<file path="src/rtl/instruction_fetch.sv">
// Instruction fetch: PC generation, one-cycle memory latency absorption, 2-entry queue, redirect.
// Define FETCH_PERF_EN to add the stall_cycles performance counter output.
module instruction_fetch #(
    parameter int ADDR_W     = 4,
    parameter int DATA_W     = 16,
    parameter int START_ADDR = 0,
    parameter int LAST_ADDR  = 8
) (
    input  logic              clock,
    input  logic              reset,
    output logic [ADDR_W-1:0] imem_address,
    input  logic [DATA_W-1:0] imem_data,
    output logic              instr_valid,
    output logic [DATA_W-1:0] instruction,
    output logic [ADDR_W-1:0] instr_pc,
    input  logic              decode_ready,
    input  logic              redirect_valid,
    input  logic [ADDR_W-1:0] redirect_target,
    output logic              halted
`ifdef FETCH_PERF_EN
    ,
    output logic [15:0]       stall_cycles
`endif
);

    localparam logic [ADDR_W-1:0] START_PC = ADDR_W'(START_ADDR);
    localparam logic [ADDR_W-1:0] LAST_PC  = ADDR_W'(LAST_ADDR);

    typedef struct packed {
        logic [ADDR_W-1:0] pc;
        logic [DATA_W-1:0] instr;
    } fetch_entry_t;

    typedef enum logic {RUN, DONE} state_t;

    state_t            state_q, state_d;
    logic [ADDR_W-1:0] pc_q, pc_d;
    logic              pend_q, pend_d;
    logic [ADDR_W-1:0] pend_pc_q, pend_pc_d;
    fetch_entry_t      fifo_q [2];
    fetch_entry_t      fifo_d [2];
    logic              head_q, head_d;
    logic [1:0]        count_q, count_d;

    logic              pop;
    logic              issue;
    logic              tail;
    logic [2:0]        occ;

    always_ff @(posedge clock or posedge reset) begin
        if (reset) begin
            state_q   <= RUN;
            pc_q      <= START_PC;
            pend_q    <= 1'b0;
            pend_pc_q <= '0;
            fifo_q    <= '{default: '0};
            head_q    <= 1'b0;
            count_q   <= 2'd0;
        end else begin
            state_q   <= state_d;
            pc_q      <= pc_d;
            pend_q    <= pend_d;
            pend_pc_q <= pend_pc_d;
            fifo_q    <= fifo_d;
            head_q    <= head_d;
            count_q   <= count_d;
        end
    end

    always_comb begin
        pop   = instr_valid && decode_ready;
        // Words already owned (queued or in flight) after this cycle's pop.
        occ   = 3'(count_q) + 3'(pend_q) - 3'(pop);
        issue = (state_q == RUN) && (occ < 3'd2);
        tail  = head_q ^ count_q[0];

        state_d   = state_q;
        pc_d      = pc_q;
        pend_d    = 1'b0;
        pend_pc_d = pend_pc_q;
        fifo_d    = fifo_q;
        head_d    = head_q;
        count_d   = count_q;

        if (redirect_valid) begin
            count_d = 2'd0;
            head_d  = 1'b0;
            pc_d    = redirect_target;
            state_d = (redirect_target <= LAST_PC) ? RUN : DONE;
        end else begin
            head_d  = head_q ^ pop;
            count_d = count_q - 2'(pop) + 2'(pend_q);
            if (pend_q) begin
                fifo_d[tail] = '{pc: pend_pc_q, instr: imem_data};
            end
            if (issue) begin
                pend_d    = 1'b1;
                pend_pc_d = pc_q;
                pc_d      = pc_q + 1'b1;
                if (pc_q == LAST_PC) begin
                    state_d = DONE;
                end
            end
        end
    end

    assign imem_address = pc_q;
    assign instr_valid  = (count_q != 2'd0);
    assign instruction  = instr_valid ? fifo_q[head_q].instr : '0;
    assign instr_pc     = instr_valid ? fifo_q[head_q].pc : '0;
    assign halted       = (state_q == DONE) && (count_q == 2'd0) && !pend_q;

`ifdef FETCH_PERF_EN
    logic [15:0] stall_q, stall_d;

    always_comb begin
        stall_d = stall_q;
        if (instr_valid && !decode_ready && (stall_q != 16'hFFFF)) begin
            stall_d = stall_q + 16'd1;
        end
    end

    always_ff @(posedge clock or posedge reset) begin
        if (reset) begin
            stall_q <= 16'd0;
        end else begin
            stall_q <= stall_d;
        end
    end

    assign stall_cycles = stall_q;
`endif

    // The issue rule keeps a full queue and an in-flight word mutually exclusive.
    assert property (@(posedge clock) disable iff (reset) !(count_q == 2'd2 && pend_q));

endmodule

</file>
<file path="config.mk">
export PLATFORM = sky130hd
export DESIGN_NAME = instruction_fetch
export DESIGN_NICKNAME = d
export VERILOG_FILES = /design/src/rtl/instruction_fetch.sv
export SDC_FILE = /design/constraint.sdc
export NUM_CORES = 1
export LEC_CHECK = 0
export ABC_CLOCK_PERIOD_IN_PS = 7370
export CORE_MARGIN = 4
export CORE_UTILIZATION = 40
export CTS_CLUSTER_DIAMETER = 30
export DETAILED_ROUTE_END_ITERATION = 12
export HOLD_SLACK_MARGIN = 0.06
export PLACE_DENSITY = 0.71
export SETUP_SLACK_MARGIN = 0.1
export SLEW_MARGIN = 20
export SYNTH_ARGS = -nofsm -noshare
export SYNTH_HDL_FRONTEND = slang
export SYNTH_SLANG_ARGS = --single-unit
</file>
<file path="constraint.sdc">
create_clock -name clock -period 7.37 [get_ports clock]
set_input_delay 0.737 -clock clock [delete_from_list [all_inputs] [get_ports clock]]
set_output_delay 0.737 -clock clock [all_outputs]
set_load 0.02 [all_outputs]
</file>
Figure 1. Supply network (run 1).
Scale bar: 20 um. Pins as bars on the die edge. Tap cells in gray.
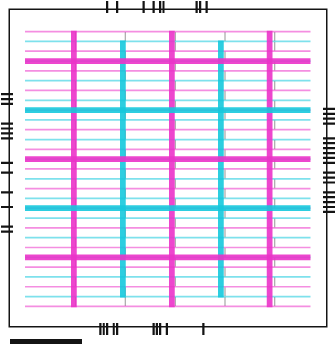
| color | net |
|---|---|
| magenta | VSS |
| cyan | VDD |
met1 rails: 29
rows: 28
met5 straps: 5
tap cells: 75
core region area: 6030 um^2
die outline width: 87.6 um

Figure 2. Cells colored by class (run 1).
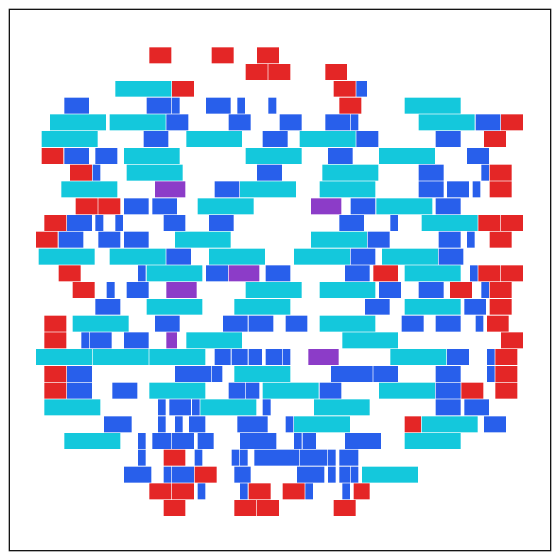
| color | class | cells |
|---|---|---|
| cyan | flip-flops | 53 |
| blue | all other logic | 133 |
| red | other buffers and delay cells | 52 |
| purple | clock drivers and dummy loads | 6 |
Finished Cell Area: 3150 um^2
Post-Route Utilization: 0.523

==> results.txt, run 1 <==
status - completed
internal portion of total power - 0.831 mW
number of hold-slack violations in the final timing report - 0
Hold Path Cell Cnt - 1
number of non-filler instances in the completed layout - 319
port bufs - 49
Final Power - 1.32 mW
clock sinks - 53
TritonCTS Buffers - 5
crit path to - pend_pc_q[1]
pin count of the biggest net entering global routing - 54
slew at the pin closest to its max-slew limit - 0.904 ns
number of sequential cells - 53
most area-consuming cells after synthesis - sky130_fd_sc_hd__dfrtp_1, sky130_fd_sc_hd__mux2_2, sky130_fd_sc_hd__mux2i_1
worst r2r src - count_q[1]
crit end category - flip-flop
power in the clock group - 0.147 mW
largest family of logic cells by area - multiplexers
highest fanout seen on the critical path - 8
sort of element at the start of the critical path - primary input
MI comb area - 1100 um^2
IR drop worst, VDD - 0.000172 V
met3 Track Usage GR - 0.0301
post-DR vias/cell - 5.04
Seq pwr share - 0.390
Final setup viols - 0
flop and latch count out of synthesis - 53
Reg2Reg Setup Slack - 4.61 ns
max reg flops - 40
initial antenna violation count - 0
adder share - 0.0277
distinct lib cells - 32
residual DRC count - 0
Hold Startpoint - fifo_q[31]
CP peak stage delay - 0.55 ns
Hold Worst Slack - 0.507 ns
post-CTS repair timing setup buffer count - 0
highest layer used for signal routing - met4
remaining antenna violation count after routing - 0
MUX area fraction - 0.275
Ports - 50
total iterations of the first detailed-routing run - 4
CP Depth - 11
# clk buffers - 5
detailed route wirelength on metal2 - 2200 um
Comb power frac - 0.499
leading area contributor after synthesis - sky130_fd_sc_hd__dfrtp_1
r2r endpoint - pend_pc_q[1]
final-stage net count - 274
clock root buffer - sky130_fd_sc_hd__clkbuf_8
overall routed net length - 4850 um
CTS tree - built
Largest Register - fifo_q
number of standard cells after synthesis - 196
cells resized by post-CTS repair - 0
number of filler cells placed in the layout - 539
number of buffers outside the clock class in the layout - 52
list of cells traversed by the critical path - clkdlybuf4s50_1 > o21ai_0 > inv_1 > ha_1 > inv_1 > ha_1 > inv_1 > fa_1 > nand2b_4 > nor3_4 > mux2_2
iteration-0 DRC count of the detailed router - 44
dpl cell area - 3070 um^2
list of most frequent post-synthesis cells - sky130_fd_sc_hd__dfrtp_1, sky130_fd_sc_hd__mux2_2, sky130_fd_sc_hd__nor2_1, sky130_fd_sc_hd__mux2i_1, sky130_fd_sc_hd__inv_1
upper clock frequency limit - 335 MHz
DRT met1 WL - 2370 um
PnR worst setup slack - 4.38 ns
Sequential Power - 0.514 mW
floorplan net count - 225
maximum clock skew at final layout - 0.00605 ns
post-cts hold buffer count - 0
register area share after synthesis - 0.523
combinational power - 0.657 mW
Async SR Flop Fraction - 1.00
fraction of post-synthesis cell area in the top cell type by area - 0.523
count of warning messages emitted by the tools - 27
Clk pin slew, worst setup/hold paths - 0.08 ns
pwr dens - 418 nW/um^2
clock buffer depth - 2
unrepaired setup endpoints after global routing - no
Place WS - 4.06 ns
global-route usage over all layers - 0.138
global-route met2 utilization - 0.214
wire length of the first global-routing pass - 8310 um
fraction of area in non-clock buffers - 0.164
Buffers & Inverters on Critical Path - 4
wire length per cell after detailed routing - 15.2 um
Comb gates - 123
max-capacitance violation count - 0
critical path type - primary input to flip-flop
Figure 3. Clock distribution (run 1).
Scale bar: 20 um.
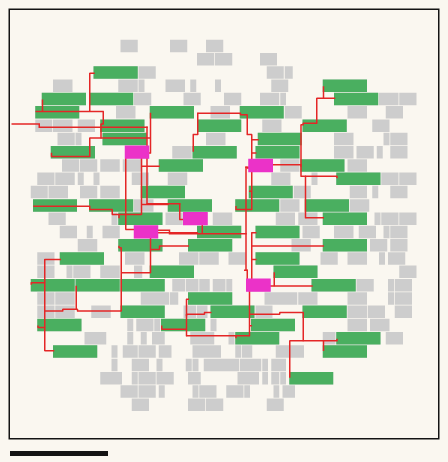
[green] flip-flops | count: 53
[red] clock wires | length: 557 um
[magenta] cells driving clock nets | count: 5
routed clock nets: 6
insertion delay to the later sink of the worst-skew pair: 0.29 ns
clock network fraction of total power: 0.111

==> run 2, diff against run 1 <==
--- a/config.mk
+++ b/config.mk
@@ -5,13 +5,13 @@
 export SDC_FILE = /design/constraint.sdc
 export NUM_CORES = 1
 export LEC_CHECK = 0
-export ABC_CLOCK_PERIOD_IN_PS = 7370
+export ABC_CLOCK_PERIOD_IN_PS = 2600
 export CORE_MARGIN = 4
 export CORE_UTILIZATION = 40
 export CTS_CLUSTER_DIAMETER = 30
 export DETAILED_ROUTE_END_ITERATION = 12
 export HOLD_SLACK_MARGIN = 0.06
-export PLACE_DENSITY = 0.71
+export PLACE_DENSITY = 0.74
 export SETUP_SLACK_MARGIN = 0.1
 export SLEW_MARGIN = 20
 export SYNTH_ARGS = -nofsm -noshare
==> constraint.sdc (replaced) <==
create_clock -name clock -period 2.6 [get_ports clock]
set_input_delay 0.26 -clock clock [delete_from_list [all_inputs] [get_ports clock]]
set_output_delay 0.26 -clock clock [all_outputs]
set_load 0.02 [all_outputs]
Figure 4. Cells colored by class (run 2).
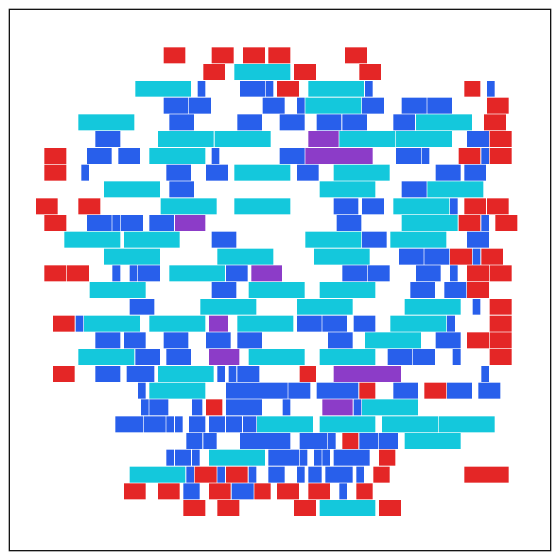
| color | class | cells |
|---|---|---|
| red | other buffers and delay cells | 59 |
| cyan | flip-flops | 53 |
| blue | all other logic | 133 |
| purple | clock drivers and dummy loads | 8 |

==> results.txt, run 2 <==
leading area contributor after synthesis - sky130_fd_sc_hd__dfrtp_1
TritonCTS Buffers - 5 (unchanged)
post-cts hold buffer count - 0 (unchanged)
Post-Route Utilization - 0.547 (+0.0235)
maximum clock skew at final layout - 0.0125 ns (+0.00643 ns)
count of warning messages emitted by the tools - 29 (+7.4%)
Ports - 50 (unchanged)
fraction of the mapped netlist area in compound gates - 0.0272
DRT met1 WL - 2310 um (-2.8%)
r2r endpoint - pend_pc_q[0]
remaining antenna violation count after routing - 0 (unchanged)
CP peak stage delay - 0.56 ns (about the same)
crit path to - pend_pc_q[0]
number of standard cells after synthesis - 196 (unchanged)
highest layer used for signal routing - met4
Hold Worst Slack - 0.448 ns (-0.0591 ns)
number of hold-slack violations in the final timing report - 0 (unchanged)
number of sequential cells - 53 (unchanged)
number of non-filler instances in the completed layout - 328 (+2.8%)
Inverters excl. clock - 10
slew at the pin closest to its max-slew limit - 0.661 ns (-0.243 ns)
Buffers & Inverters on Critical Path - 3 (-1)
weighted congestion reported at the end of routability-driven placement - 0.802
overall routed net length - 4840 um (-0.14%)
unrepaired setup endpoints after global routing - yes
Comb gates - 123 (unchanged)
worst r2r src - count_q[0]
combinational power - 1.98 mW (+200%)
Final period util - 0.968
crit end category - flip-flop
highest fanout seen on the critical path - 8 (unchanged)
PnR worst setup slack - 0.0833 ns (-4.30 ns)
list of most frequent post-synthesis cells - sky130_fd_sc_hd__dfrtp_1, sky130_fd_sc_hd__mux2_2, sky130_fd_sc_hd__nor2_1, sky130_fd_sc_hd__mux2i_1, sky130_fd_sc_hd__inv_1
residual DRC count - 0 (unchanged)
pin count of the biggest net entering global routing - 54 (unchanged)
max reg flops - 40 (unchanged)
upper clock frequency limit - 397 MHz
Reg2Reg Setup Slack - 0.08 ns (-4.53 ns)
fraction of area in non-clock buffers - 0.176 (+0.0116)
total iterations of the first detailed-routing run - 6 (+2)
Clk pin slew, worst setup/hold paths - 0.10 ns (+0.02 ns)
CTS tree - built
largest family of logic cells by area - multiplexers
distinct lib cells - 32 (unchanged)
clock sinks - 53 (unchanged)
Final setup viols - 0 (unchanged)
met3 Track Usage GR - 0.0395 (+0.00941)
clock buffer depth - 2 (unchanged)
status - completed
floorplan net count - 225 (unchanged)
core region area - 6030 um^2 (unchanged)
final-stage net count - 281 (+2.6%)
fraction of post-synthesis cell area in the top cell type by area - 0.523 (unchanged)
Final Power - 4.09 mW (+210%)
cells resized by post-CTS repair - 0 (unchanged)
pwr dens - 1240 nW/um^2 (+200%)
number of filler cells placed in the layout - 535 (-0.74%)
# clk buffers - 5 (unchanged)
die outline width - 87.6 um (unchanged)
internal portion of total power - 2.65 mW (+220%)
most area-consuming cells after synthesis - sky130_fd_sc_hd__dfrtp_1, sky130_fd_sc_hd__mux2_2, sky130_fd_sc_hd__mux2i_1
max-capacitance violation count - 0 (unchanged)
MI comb area - 1120 um^2 (+1.6%)
flop and latch count out of synthesis - 53 (unchanged)
detailed route wirelength on metal2 - 2190 um (-0.86%)
grt ovf - 0
Sequential Power - 1.45 mW (+180%)
register area share after synthesis - 0.523 (unchanged)
Comb power frac - 0.484 (-0.015)
global-route usage over all layers - 0.136 (-0.00220)
post-DR vias/cell - 4.98 (-1.4%)
CP Depth - 10 (-1)
insertion delay to the later sink of the worst-skew pair - 0.31 ns (+0.02 ns)
number of buffers outside the clock class in the layout - 59 (+13%)
MUX area fraction - 0.275 (unchanged)
iteration-0 DRC count of the detailed router - 111 (+150%)
Seq pwr share - 0.354 (-0.036)
wire length of the first global-routing pass - 8170 um (-1.7%)
sort of element at the start of the critical path - flip-flop
most used cell along the critical path - sky130_fd_sc_hd__inv_1
initial antenna violation count - 0 (unchanged)
adder share - 0.0277 (unchanged)
power in the clock group - 0.662 mW (+350%)
dpl cell area - 3130 um^2 (+2.1%)
Finished Cell Area - 3290 um^2 (+4.5%)
list of cells traversed by the critical path - o21ai_2 > inv_1 > ha_1 > inv_1 > ha_1 > inv_1 > fa_2 > nand2b_4 > nor3_4 > mux2_2
critical path type - flip-flop to flip-flop
Figure 5. Supply network (run 2).
Scale bar: 20 um. Pins as bars on the die edge. Tap cells in gray.
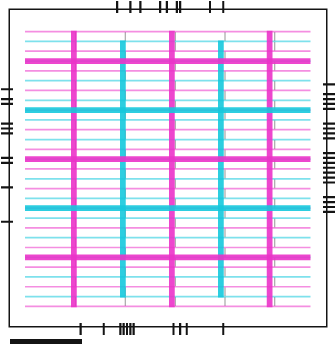
| color | net |
|---|---|
| cyan | VDD |
| magenta | VSS |
met5 straps: 5
rows: 28
signal pins: 50
tap cells: 75
IR drop worst, VDD: 0.000518 V
Die Span Y: 87.6 um

==> run 3, diff against run 2 <==
--- a/config.mk
+++ b/config.mk
@@ -10,10 +10,11 @@
 export CORE_UTILIZATION = 40
 export CTS_CLUSTER_DIAMETER = 30
 export DETAILED_ROUTE_END_ITERATION = 12
+export GPL_ROUTABILITY_DRIVEN = 0
 export HOLD_SLACK_MARGIN = 0.06
 export PLACE_DENSITY = 0.74
 export SETUP_SLACK_MARGIN = 0.1
-export SLEW_MARGIN = 20
+export SLEW_MARGIN = 15
 export SYNTH_ARGS = -nofsm -noshare
 export SYNTH_HDL_FRONTEND = slang
 export SYNTH_SLANG_ARGS = --single-unit
Figure 6. Cells colored by class (run 3).
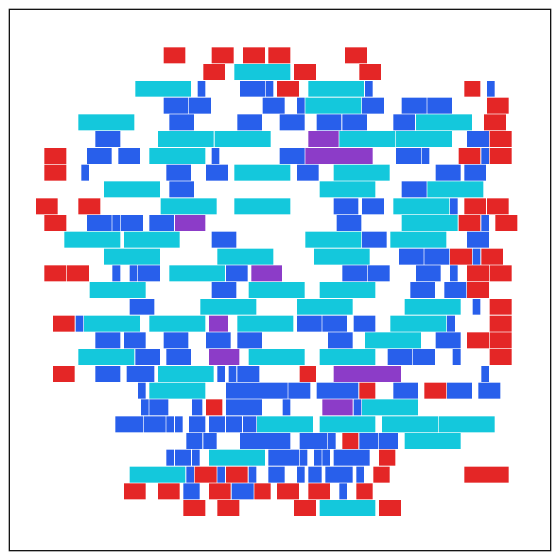
| color | class | cells |
|---|---|---|
| purple | clock drivers and dummy loads | 8 |
| cyan | flip-flops | 53 |
| red | other buffers and delay cells | 59 |
| blue | all other logic | 133 |
Post-Route Utilization: 0.547
fraction of standard cell area that is sequential: 0.403
row count: 28
Finished Cell Area: 3290 um^2

==> results.txt, run 3 <==
Seq pwr share - 0.354 (about the same)
list of most frequent post-synthesis cells - sky130_fd_sc_hd__dfrtp_1, sky130_fd_sc_hd__mux2_2, sky130_fd_sc_hd__nor2_1, sky130_fd_sc_hd__mux2i_1, sky130_fd_sc_hd__inv_1
DRT met1 WL - 2310 um (unchanged)
post-DR vias/cell - 4.98 (unchanged)
power in the clock group - 0.662 mW (about the same)
most used cell along the critical path - sky130_fd_sc_hd__inv_1
number of hold-slack violations in the final timing report - 0 (unchanged)
wire length of the first global-routing pass - 8170 um (unchanged)
Final period util - 0.968 (unchanged)
number of buffers outside the clock class in the layout - 59 (unchanged)
grt ovf - 0 (unchanged)
highest layer used for signal routing - met4
largest family of logic cells by area - multiplexers
MI comb area - 1120 um^2 (unchanged)
global-route usage over all layers - 0.136 (unchanged)
slew at the pin closest to its max-slew limit - 0.661 ns (unchanged)
r2r endpoint - pend_pc_q[0]
upper clock frequency limit - 397 MHz (unchanged)
Buffers & Inverters on Critical Path - 3 (unchanged)
met3 Track Usage GR - 0.0395 (unchanged)
cells resized by post-CTS repair - 0 (unchanged)
maximum clock skew at final layout - 0.0125 ns (unchanged)
fraction of area in non-clock buffers - 0.176 (unchanged)
crit path to - pend_pc_q[0]
Final setup viols - 0 (unchanged)
number of non-filler instances in the completed layout - 328 (unchanged)
fraction of post-synthesis cell area in the top cell type by area - 0.523 (unchanged)
flop and latch count out of synthesis - 53 (unchanged)
critical path type - flip-flop to flip-flop
most area-consuming cells after synthesis - sky130_fd_sc_hd__dfrtp_1, sky130_fd_sc_hd__mux2_2, sky130_fd_sc_hd__mux2i_1
internal portion of total power - 2.65 mW (unchanged)
CP peak stage delay - 0.56 ns (about the same)
number of filler cells placed in the layout - 535 (unchanged)
crit end category - flip-flop
initial antenna violation count - 0 (unchanged)
adder share - 0.0277 (unchanged)
remaining antenna violation count after routing - 0 (unchanged)
worst r2r src - count_q[0]
fraction of the mapped netlist area in compound gates - 0.0272 (unchanged)
# clk buffers - 5 (unchanged)
pin count of the biggest net entering global routing - 54 (unchanged)
core region area - 6030 um^2 (unchanged)
status - completed
combinational power - 1.98 mW (about the same)
overall routed net length - 4840 um (unchanged)
MUX area fraction - 0.275 (unchanged)
IR drop worst, VDD - 0.000518 V (unchanged)
CTS tree - built
Hold Worst Slack - 0.448 ns (unchanged)
Ports - 50 (unchanged)
dpl cell area - 3130 um^2 (unchanged)
iteration-0 DRC count of the detailed router - 111 (unchanged)
Clk pin slew, worst setup/hold paths - 0.10 ns (about the same)
detailed route wirelength on metal2 - 2190 um (unchanged)
number of standard cells after synthesis - 196 (unchanged)
Inverters excl. clock - 10 (unchanged)
Comb gates - 123 (unchanged)
Final Power - 4.09 mW (unchanged)
die outline width - 87.6 um (unchanged)
register area share after synthesis - 0.523 (unchanged)
Figure 7. Clock nets (run 3).
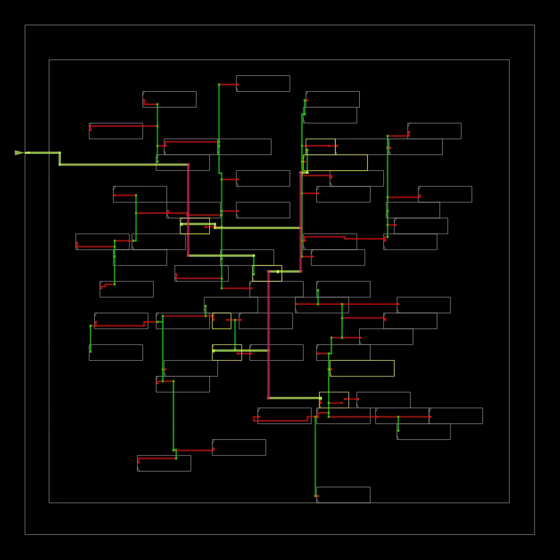
clock sinks: 53
insertion delay to the later sink of the worst-skew pair: 0.31 ns
TritonCTS Buffers: 5
number of sequential cells: 53

Power is estimated from default activity; no workload was simulated.
